==> run_1/final_congestion.png <==
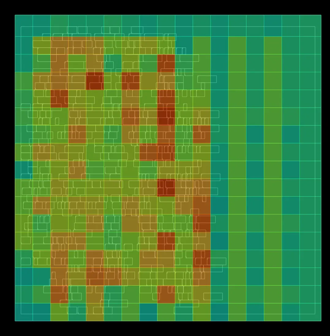
==> run_1/met4.png <==
Scale: 3 px per um.
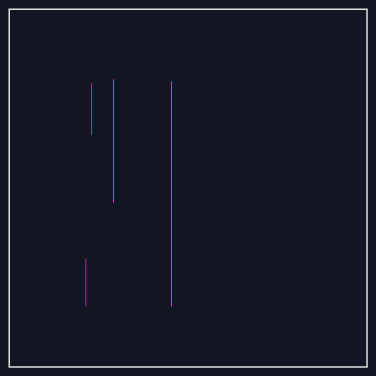
==> run_1/clock_map.png <==
Scale: 4 px per um.
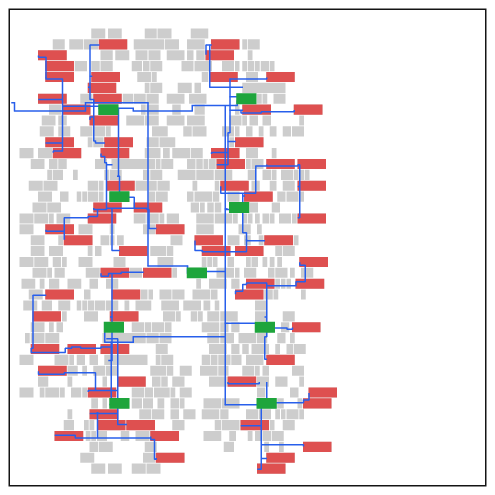
`src/rtl/multi_flasher.sv`:
```
// Multi-channel flasher: channels share one half-period timebase and phase,
// with optional antiphase on odd channels and a per-channel level while disabled.
module multi_flasher #(
  parameter int NUM_CH      = 4,
  parameter int CNT_W       = 32,
  parameter int HALF_PERIOD = 5000000
) (
  input  logic              clock,
  input  logic              reset,
  input  logic [NUM_CH-1:0] enable,
  input  logic [NUM_CH-1:0] off_state,
  input  logic [CNT_W-1:0]  half_period,
  input  logic              alt_phase,
  output logic [NUM_CH-1:0] out,
  output logic              phase_tick,
  output logic              busy
);

  logic             active;
  logic [CNT_W-1:0] cnt_reg;
  logic             phase_reg;
  logic [CNT_W-1:0] hp_reg;
  logic             alt_reg;
  logic [CNT_W-1:0] hp_load;
  logic             wrap;

  assign active  = |enable;
  // A requested half-period of zero would never wrap, so it is clamped to one.
  assign hp_load = (half_period == '0) ? CNT_W'(1) : half_period;
  // hp_reg only changes while idle (cnt cleared), so >= is a safe guard.
  assign wrap    = (cnt_reg >= hp_reg - CNT_W'(1));

  always_ff @(posedge clock) begin
    if (reset) begin
      cnt_reg    <= '0;
      phase_reg  <= 1'b1;
      hp_reg     <= CNT_W'(HALF_PERIOD);
      alt_reg    <= 1'b0;
      phase_tick <= 1'b0;
      busy       <= 1'b0;
    end else begin
      busy <= active;
      if (!active) begin
        cnt_reg    <= '0;
        phase_reg  <= 1'b1;
        hp_reg     <= hp_load;
        alt_reg    <= alt_phase;
        phase_tick <= 1'b0;
      end else if (wrap) begin
        cnt_reg    <= '0;
        phase_reg  <= ~phase_reg;
        phase_tick <= 1'b1;
      end else begin
        cnt_reg    <= cnt_reg + CNT_W'(1);
        phase_tick <= 1'b0;
      end
    end
  end

  genvar gi;
  generate
    for (gi = 0; gi < NUM_CH; gi++) begin : g_ch
      localparam bit ODD = ((gi % 2) == 1);
      always_ff @(posedge clock) begin
        if (reset) begin
          out[gi] <= 1'b0;
        end else if (enable[gi]) begin
          out[gi] <= phase_reg ^ (alt_reg & ODD);
        end else begin
          out[gi] <= off_state[gi];
        end
      end
    end
  endgenerate

endmodule
```
`config.mk`:
```
export PLATFORM = sky130hd
export DESIGN_NAME = multi_flasher
export DESIGN_NICKNAME = d
export VERILOG_FILES = /design/src/rtl/multi_flasher.sv
export SDC_FILE = /design/constraint.sdc
export NUM_CORES = 1
export LEC_CHECK = 0
export CAP_MARGIN = 20
export CORE_MARGIN = 2
export CORE_UTILIZATION = 30
export CTS_BUF_LIST = sky130_fd_sc_hd__clkbuf_4 sky130_fd_sc_hd__clkbuf_8
export DETAILED_ROUTE_END_ITERATION = 8
export GPL_TIMING_DRIVEN = 0
export SLEW_MARGIN = 0
export SYNTH_ARGS = -nofsm -noshare
export SYNTH_HDL_FRONTEND = slang
export SYNTH_SLANG_ARGS = --single-unit
```
`constraint.sdc`:
```
create_clock -name clock -period 5.25 [get_ports clock]
set_clock_uncertainty 0.1 [all_clocks]
set_input_delay 1.05 -clock clock [delete_from_list [all_inputs] [get_ports clock]]
set_output_delay 1.05 -clock clock [all_outputs]
set_load 0.1 [all_outputs]
```
==> reports/qor.txt, run 1 <==
Post-route cell area: 4900 um^2
Top area cell types: dfxtp_1, ha_1, xnor2_1, nor2_1, xor2_1
Grt total ovfl: 0
Placed cells: 656
Pwr Total: 1.28 mW
Buffer share of cell area: 11.0%
Slew Viols, Final: 0
Cell count after synthesis: 437
Post-route core utilization: 38.5%
Crit path capture type: register
Clock network area share: 5.44%
Ant diodes: 0
Crit path required time: 5380 ps
Outcome: finished clean
Met2 WL: 4340 um
Endpoints failing setup: 0
Met2 usage: 22.8%
CTS H-Tree Depth: 3
Clock sinks: 72
Top Family by Delay on Critical Path: simple AND/OR/NAND/NOR gates
Dominant register cell: dfxtp_1
Antenna violations before repair: 0
Seq. pwr: 568 uW
Top Layout Cells: dfxtp_1, nor2_1, clkdlybuf4s50_1
Synth Cell Area: 3950 um^2
Combinational Power: 126 uW
Flip-flops: 72
MI comb cells: 342
Flops after synth: 72
Antenna Nets Post-Route: 0
Worst R2R Start: hp_reg[2]
Final worst slack: 290 ps
Register area share after synthesis: 36.5%
Core Box Area: 12,700 um^2
R2r endpoint: cnt_reg[25]
Sw Ratio: 23.4%
Post-CTS Resized: 0
Hold path cells: 1
# Taps: 172
Pre-CTS setup slack: 190 ps
Die Ht: 119 um
Most numerous logic cell after layout: dfxtp_1
CP max-delay cell: or4_2
Kind of critical path: reg2reg
GP Congestion: 0.818
Pint: 980 uW
Floorplan Nets: 514
Crit path max fanout: 10
Switching power: 299 uW
Fin crit period: 4960 ps
Signal buffers: 62
Non-CTS inverters: 8
HPWL Detailed: 7290 um
Commonest cells in the synthesized netlist: dfxtp_1, nor2_1, xnor2_1
Sequential power share: 44.4%
GRT Total Usage: 13.6%
LEAKAGE: 1.81 nW
DRC: 0
Multi-input logic area: 2410 um^2
Chip Area, Yosys: 3950 um^2
Slew at the pin with the worst max-slew slack: 1050 ps
Final Hold Viols: 0
Max Cap Viol: 0
Fmax: 202 MHz
Largest net degree at the start of global routing: 14
Beginning of the worst hold path: cnt_reg[0]
Violation count after the first detailed-route iteration: 106
Area share, top type: 36.5%
Final net count: 572
I/O pins: 49
Synthesis-to-layout area growth: 24.1%
Cycle use final: 94.5%
WP buf/inv: 2
Log Warnings: 26
Worst vdd ir: 145 uV
Post-synth EDFFs: 0
Vias in the first global route: 3,299
GR peak layer: met2
Max incr delay on CP: 610 ps
TritonCTS clock tree: done
Clock Tree Buf Depth: 2
Top layer in use: met4
WP data arrival: 5090 ps
PortBufs: 47
Synth top cell by count: dfxtp_1
Final Non-Filler Cells: 672
Die X: 119 um
Comb area share: 49.2%
Clock buffers: 9
Cts bufs inserted: 9
Worst hold path type: reg2reg
Top cell category: logic gates
Synth warnings: 0
Back to the opening pictures, final_congestion.png:
met3 global-route usage: 3.28%
Avg WL per Cell: 13.7 um

Back to the opening pictures, met4.png:
share of all routed wire	1.6%
longest straight run	74.8 um
wire length on this layer	148 um
vias post-DR: 3,294
Total Routed Length: 9190 um

Back to the opening pictures, clock_map.png:
[green] cells driving clock nets | count: 9
[red] flip-flops | count: 72
[blue] clock wires | length: 931 um
routed clock nets	10
Clock power frac: 45.7%
Latency at later pin: 360 ps
P_clk: 585 uW

-- run 1: how the worst max path moves through the flow --
stage / endpoint / startpoint / cells after the start
floorplan: cnt_reg[15] / hp_reg[10] / 15
global placement: cnt_reg[22] / hp_reg[2] / 15
detailed placement: cnt_reg[11] / hp_reg[2] / 15
CTS: cnt_reg[11] / hp_reg[10] / 15
global route: cnt_reg[17] / hp_reg[2] / 15
finish: cnt_reg[25] / hp_reg[2] / 15
-- run 1: cells by family after synthesis --
logic type	Yosys count	synth area share, %
multiplexers	2	0.507
AND-OR/OR-AND	54	10.3
flip-flops	72	36.5
XOR/XNOR	61	13.5
buffers and inverters	23	2.50
AND/OR/NAND/NOR	191	25.9
adder cells (fa/ha/maj)	34	10.8
--- run 2 (diff from run 1) ---
--- a/config.mk
+++ b/config.mk
@@ -5,7 +5,6 @@
 export SDC_FILE = /design/constraint.sdc
 export NUM_CORES = 1
 export LEC_CHECK = 0
-export CAP_MARGIN = 20
 export CORE_MARGIN = 2
 export CORE_UTILIZATION = 30
 export CTS_BUF_LIST = sky130_fd_sc_hd__clkbuf_4 sky130_fd_sc_hd__clkbuf_8
==> run_2/met4.png <==
Scale: 3 px per um.
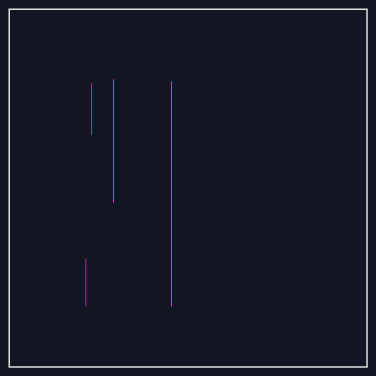
wire length on this layer	148 um
nets with wire on the layer	2
main direction	vertical

==> run 2 against run 1 <==
Clock power is essentially flat. Die size is the same. Worst setup slack did not move. Fmax unchanged. Routed wire length stayed put. Area after synthesis is the same. Critical endpoint unchanged. Largest cell class unchanged. Largest power group unchanged. Highest routed layer unchanged.
==> reports/qor.txt, run 2 <==
Outcome: finished clean
Register area share after synthesis: 36.5% (unchanged)
GRT Total Usage: 13.6% (unchanged)
Multiplexer share: 0.507% (unchanged)
Synth top cell by count: dfxtp_1
Commonest cells in the synthesized netlist: dfxtp_1, nor2_1, xnor2_1
Yosys simple share: 25.9% (unchanged)
Ant diodes: 0 (unchanged)
CTS H-Tree Depth: 3 (unchanged)
Cycle use final: 94.5% (unchanged)
Crit path max fanout: 10 (unchanged)
Post-CTS Resized: 0 (unchanged)
Area share, top type: 36.5% (unchanged)
Cell count after synthesis: 437 (unchanged)
Xor/xnor share: 13.5% (unchanged)
Final Non-Filler Cells: 672 (unchanged)
Antenna Nets Post-Route: 0 (unchanged)
Flops after synth: 72 (unchanged)
Comb area leader: simple AND/OR/NAND/NOR gates
Log Warnings: 26 (unchanged)
Placed cells: 656 (unchanged)
Synthesis-to-layout area growth: 24.1% (unchanged)
Vias in the first global route: 3,299 (unchanged)
Switching power: 299 uW (unchanged)
Largest net degree at the start of global routing: 14 (unchanged)
Pre-CTS setup slack: 190 ps (unchanged)
CP max-delay cell: or4_2
Top Layout Cells: dfxtp_1, nor2_1, clkdlybuf4s50_1
Clock power frac: 45.7% (about the same)
Avg WL per Cell: 13.7 um (unchanged)
Most numerous logic cell after layout: dfxtp_1
Max Cap Viol: 0 (unchanged)
Worst hold path type: reg2reg
P_clk: 585 uW (about the same)
HPWL Detailed: 7290 um (unchanged)
Crit path capture type: register
Pint: 980 uW (unchanged)
Top area cell types: dfxtp_1, ha_1, xnor2_1, nor2_1, xor2_1
Post-route core utilization: 38.5% (unchanged)
Top Family by Delay on Critical Path: simple AND/OR/NAND/NOR gates
LEAKAGE: 1.81 nW (unchanged)
Final net count: 572 (unchanged)
Chip Area, Yosys: 3950 um^2 (unchanged)
Post-route cell area: 4900 um^2 (unchanged)
Fin crit period: 4960 ps (unchanged)
Multi-input logic area: 2410 um^2 (unchanged)
Total Routed Length: 9190 um (unchanged)
Final Hold Viols: 0 (unchanged)
Final worst slack: 290 ps (unchanged)
Compound Share, Synth: 10.3% (unchanged)
Latency at later pin: 360 ps (about the same)
GP Congestion: 0.818 (unchanged)
Floorplan Nets: 514 (unchanged)
Fmax: 202 MHz (unchanged)
Sequential power share: 44.4% (about the same)
CP startpoint: hp_reg[2]
Dominant register cell: dfxtp_1
Slew at the pin with the worst max-slew slack: 1050 ps (unchanged)
I/O pins: 49 (unchanged)
Post-synth EDFFs: 0 (unchanged)
Worst R2R Start: hp_reg[2]
DRC: 0 (unchanged)
Violation count after the first detailed-route iteration: 106 (unchanged)
Max incr delay on CP: 610 ps (about the same)
Pwr Total: 1.28 mW (unchanged)
==> run_2/pdn.png <==
Scale: 4 px per um. Pins as bars on the die edge.
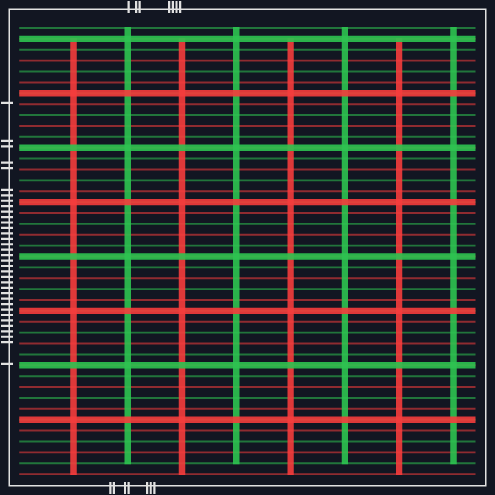
colour	net
green	VDD
red	VSS
met4 straps	8
signal pins	49
met1 rails	42
met5 straps	8
Die Ht: 119 um
worst vdd ir: 145 uV
Core Box Area: 12,700 um^2
Die X: 119 um

## run 2: worst paths after layout
path,endpoint,slack (ps),depth (start not counted)
max,cnt_reg[25],290,15
min,cnt_reg[0],380,1
max reg2reg,cnt_reg[25],290,15
min reg2reg,cnt_reg[0],380,1
## run 2: routing by layer
| metal | share of wire [%] | GRT usage, % | vias to the layer above |
|---|---|---|---|
| met4 | 1.6 | 5.21 | 0 |
| met1 | 46 | 16.8 | 1502 |
| met3 | 4.8 | 3.28 | 12 |
| met5 | 0 | 0 | - |
| li1 | - | - | 1701 |
| met2 | 47 | 22.8 | 79 |
## run 2: cell type report
class,instances,area share (%)
Clock inverter,7,2.91
Tap cell,172,4.39
Sequential cell,72,29.4
Multi-Input combinational cell,342,49.2
Inverter,8,0.613
Clock buffer,9,2.53
Buffer,15,1.40
Timing Repair Buffer,47,9.60
--- run 3 (diff from run 2) ---
--- a/config.mk
+++ b/config.mk
@@ -5,11 +5,13 @@
 export SDC_FILE = /design/constraint.sdc
 export NUM_CORES = 1
 export LEC_CHECK = 0
+export CAP_MARGIN = 20
 export CORE_MARGIN = 2
 export CORE_UTILIZATION = 30
 export CTS_BUF_LIST = sky130_fd_sc_hd__clkbuf_4 sky130_fd_sc_hd__clkbuf_8
 export DETAILED_ROUTE_END_ITERATION = 8
 export GPL_TIMING_DRIVEN = 0
+export SETUP_SLACK_MARGIN = 0.2
 export SLEW_MARGIN = 0
 export SYNTH_ARGS = -nofsm -noshare
 export SYNTH_HDL_FRONTEND = slang
==> run_3/metal_stack.png <==
Scale: 4 px per um. Two of the layers only.
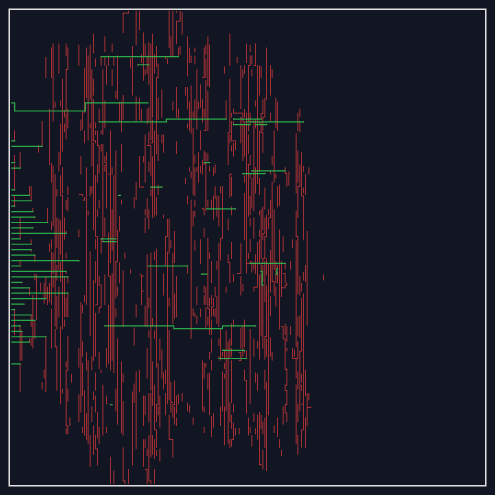
colour	layer	wire length
green	met3	418 um
red	met2	4,340 um
GRT Total Usage: 13.6%
Avg WL per Cell: 13.6 um
Total Routed Length: 9150 um
vias post-DR: 3,281

==> run 3 against run 2 <==
Synthesized cell count is the same. Area after synthesis unchanged. Non-clock buffer count unchanged. Die size unchanged. Flip-flop count did not move. Final cell count is the same. Total power is essentially flat. Critical path depth unchanged. Via count is 0.39% lower. Routed wire length shrank 0.37%. Critical endpoint is now cnt_reg[11].
==> reports/qor.txt, run 3 <==
Outcome: finished clean
Final net count: 572 (unchanged)
Top Layout Cells: dfxtp_1, nor2_1, clkdlybuf4s50_1
CTS H-Tree Depth: 3 (unchanged)
# Taps: 172 (unchanged)
Area share, top type: 36.5% (unchanged)
Pint: 981 uW (about the same)
Clock network area share: 5.43% (about the same)
Die X: 119 um (unchanged)
Final Non-Filler Cells: 672 (unchanged)
Seq area share: 29.4% (about the same)
Slew Limit Headroom: 33.1%
Fmax: 209 MHz (+3.9%)
Top Family by Delay on Critical Path: simple AND/OR/NAND/NOR gates
Kind of critical path: reg2reg
Die Ht: 119 um (unchanged)
Combinational share of power: 9.9%
Top layer in use: met4
Most numerous logic cell after layout: dfxtp_1
Max incr delay on CP: 610 ps (about the same)
Post-route cell area: 4910 um^2 (about the same)
P_clk: 584 uW (about the same)
Power Density: 261 nW/um^2
Ant diodes: 0 (unchanged)
Sequential power share: 44.4% (about the same)
Largest net degree at the start of global routing: 14 (unchanged)
Final Hold Viols: 0 (unchanged)
Clock buffers: 9 (unchanged)
WP data arrival: 4920 ps
Flip-flops: 72 (unchanged)
Die Size: 14,100 um^2
Buffer share of cell area: 11.1% (+0.068 points)
DR WL met3: 417 um (-6.1%)
CP max-delay cell: or4_2
Seq. pwr: 568 uW
Switching power: 298 uW (-0.19%)
Slew at the pin with the worst max-slew slack: 990 ps (-63.6 ps)
Multi-input logic area: 2410 um^2 (unchanged)
Violation count after the first detailed-route iteration: 123 (+16%)
Max Cap Viol: 0 (unchanged)
Commonest cells in the synthesized netlist: dfxtp_1, nor2_1, xnor2_1
Met2 WL: 4340 um (about the same)
Log Warnings: 26 (unchanged)
Clock Tree Buf Depth: 2
HPWL Detailed: 7290 um (unchanged)
I/O pins: 49 (unchanged)
Floorplan Nets: 514 (unchanged)
Library cells used by synthesis: 47
M1 WL: 4270 um (+0.21%)
Latency at later pin: 360 ps (about the same)
Synth top cell by count: dfxtp_1
Most frequent CP cell: or4_4
Antenna Nets Post-Route: 0 (unchanged)
Register-to-Register Setup Slack: 470 ps (+180 ps)
Placed cells: 656 (unchanged)
Vias in the first global route: 3,292 (-0.21%)
Area after DPL: 4640 um^2
LEAKAGE: 1.82 nW (+0.49%)
Synthesis-to-layout area growth: 24.2% (about the same)
Fin crit period: 4780 ps (-185 ps)
Fp_density: 31.0%
Cell count after synthesis: 437 (unchanged)
Core Box Area: 12,700 um^2 (unchanged)
Top area cell types: dfxtp_1, ha_1, xnor2_1, nor2_1, xor2_1
Register area share after synthesis: 36.5% (unchanged)
Final worst slack: 475 ps (+185 ps)
Sw Ratio: 23.3%
Comb area share: 49.1% (about the same)
CP Launch Type: register
Post-synth EDFFs: 0 (unchanged)
Largest power group: clock
Crit path capture type: register
Clock power frac: 45.7% (about the same)
Dominant register cell: dfxtp_1
Cycle use final: 91.0% (-3.5 points)
Signal buffers: 62 (unchanged)
Crit path max fanout: 10 (unchanged)
Register Area: 1440 um^2
Post-CTS Resized: 3 (+3)
Non-CTS inverters: 8 (unchanged)
DRC: 0 (unchanged)
Flops after synth: 72 (unchanged)
Worst vdd ir: 145 uV (about the same)
MI comb cells: 342 (unchanged)
GP Congestion: 0.818 (unchanged)
Chip Area, Yosys: 3950 um^2 (unchanged)
Top cell category: logic gates
Pre-CTS setup slack: 190 ps (unchanged)
Met3 global-route usage: 3.28% (unchanged)
Combinational Power: 126 uW
Pwr Total: 1.28 mW (about the same)
Worst hold path type: reg2reg
==> run_3/final_congestion.png <==
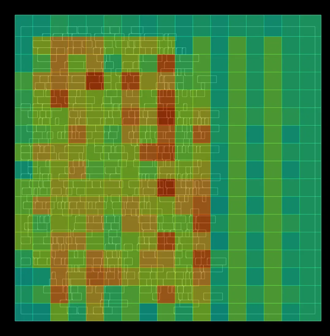
post-route core utilization: 38.6%
met2 usage: 22.8%
GR peak layer: met2
met1 track demand over resource: 16.8%

[run 3: cell counts in the layout (fill, tap and decap cells not counted)]
Identical to the previous run, type by type.
[run 3: path summary, 6_finish.rpt]
check	startpoint	depth (start not counted)	end
setup / recovery	hp_reg[2]	15	cnt_reg[11]
hold / removal	cnt_reg[0]	1	cnt_reg[0]
setup reg to reg	hp_reg[2]	15	cnt_reg[11]
hold reg to reg	cnt_reg[0]	1	cnt_reg[0]
[run 3: logic make-up after synthesis]
family | after synthesis | share of synthesized area (%)
xor+xnor | 61 | 13.5
mux | 2 | 0.507
flops | 72 | 36.5
buf+inv | 23 | 2.50
fa+ha+maj | 34 | 10.8
compound gates | 54 | 10.3
simple gates | 191 | 25.9
No activity file was given, so power comes from the tool's default toggle rates.
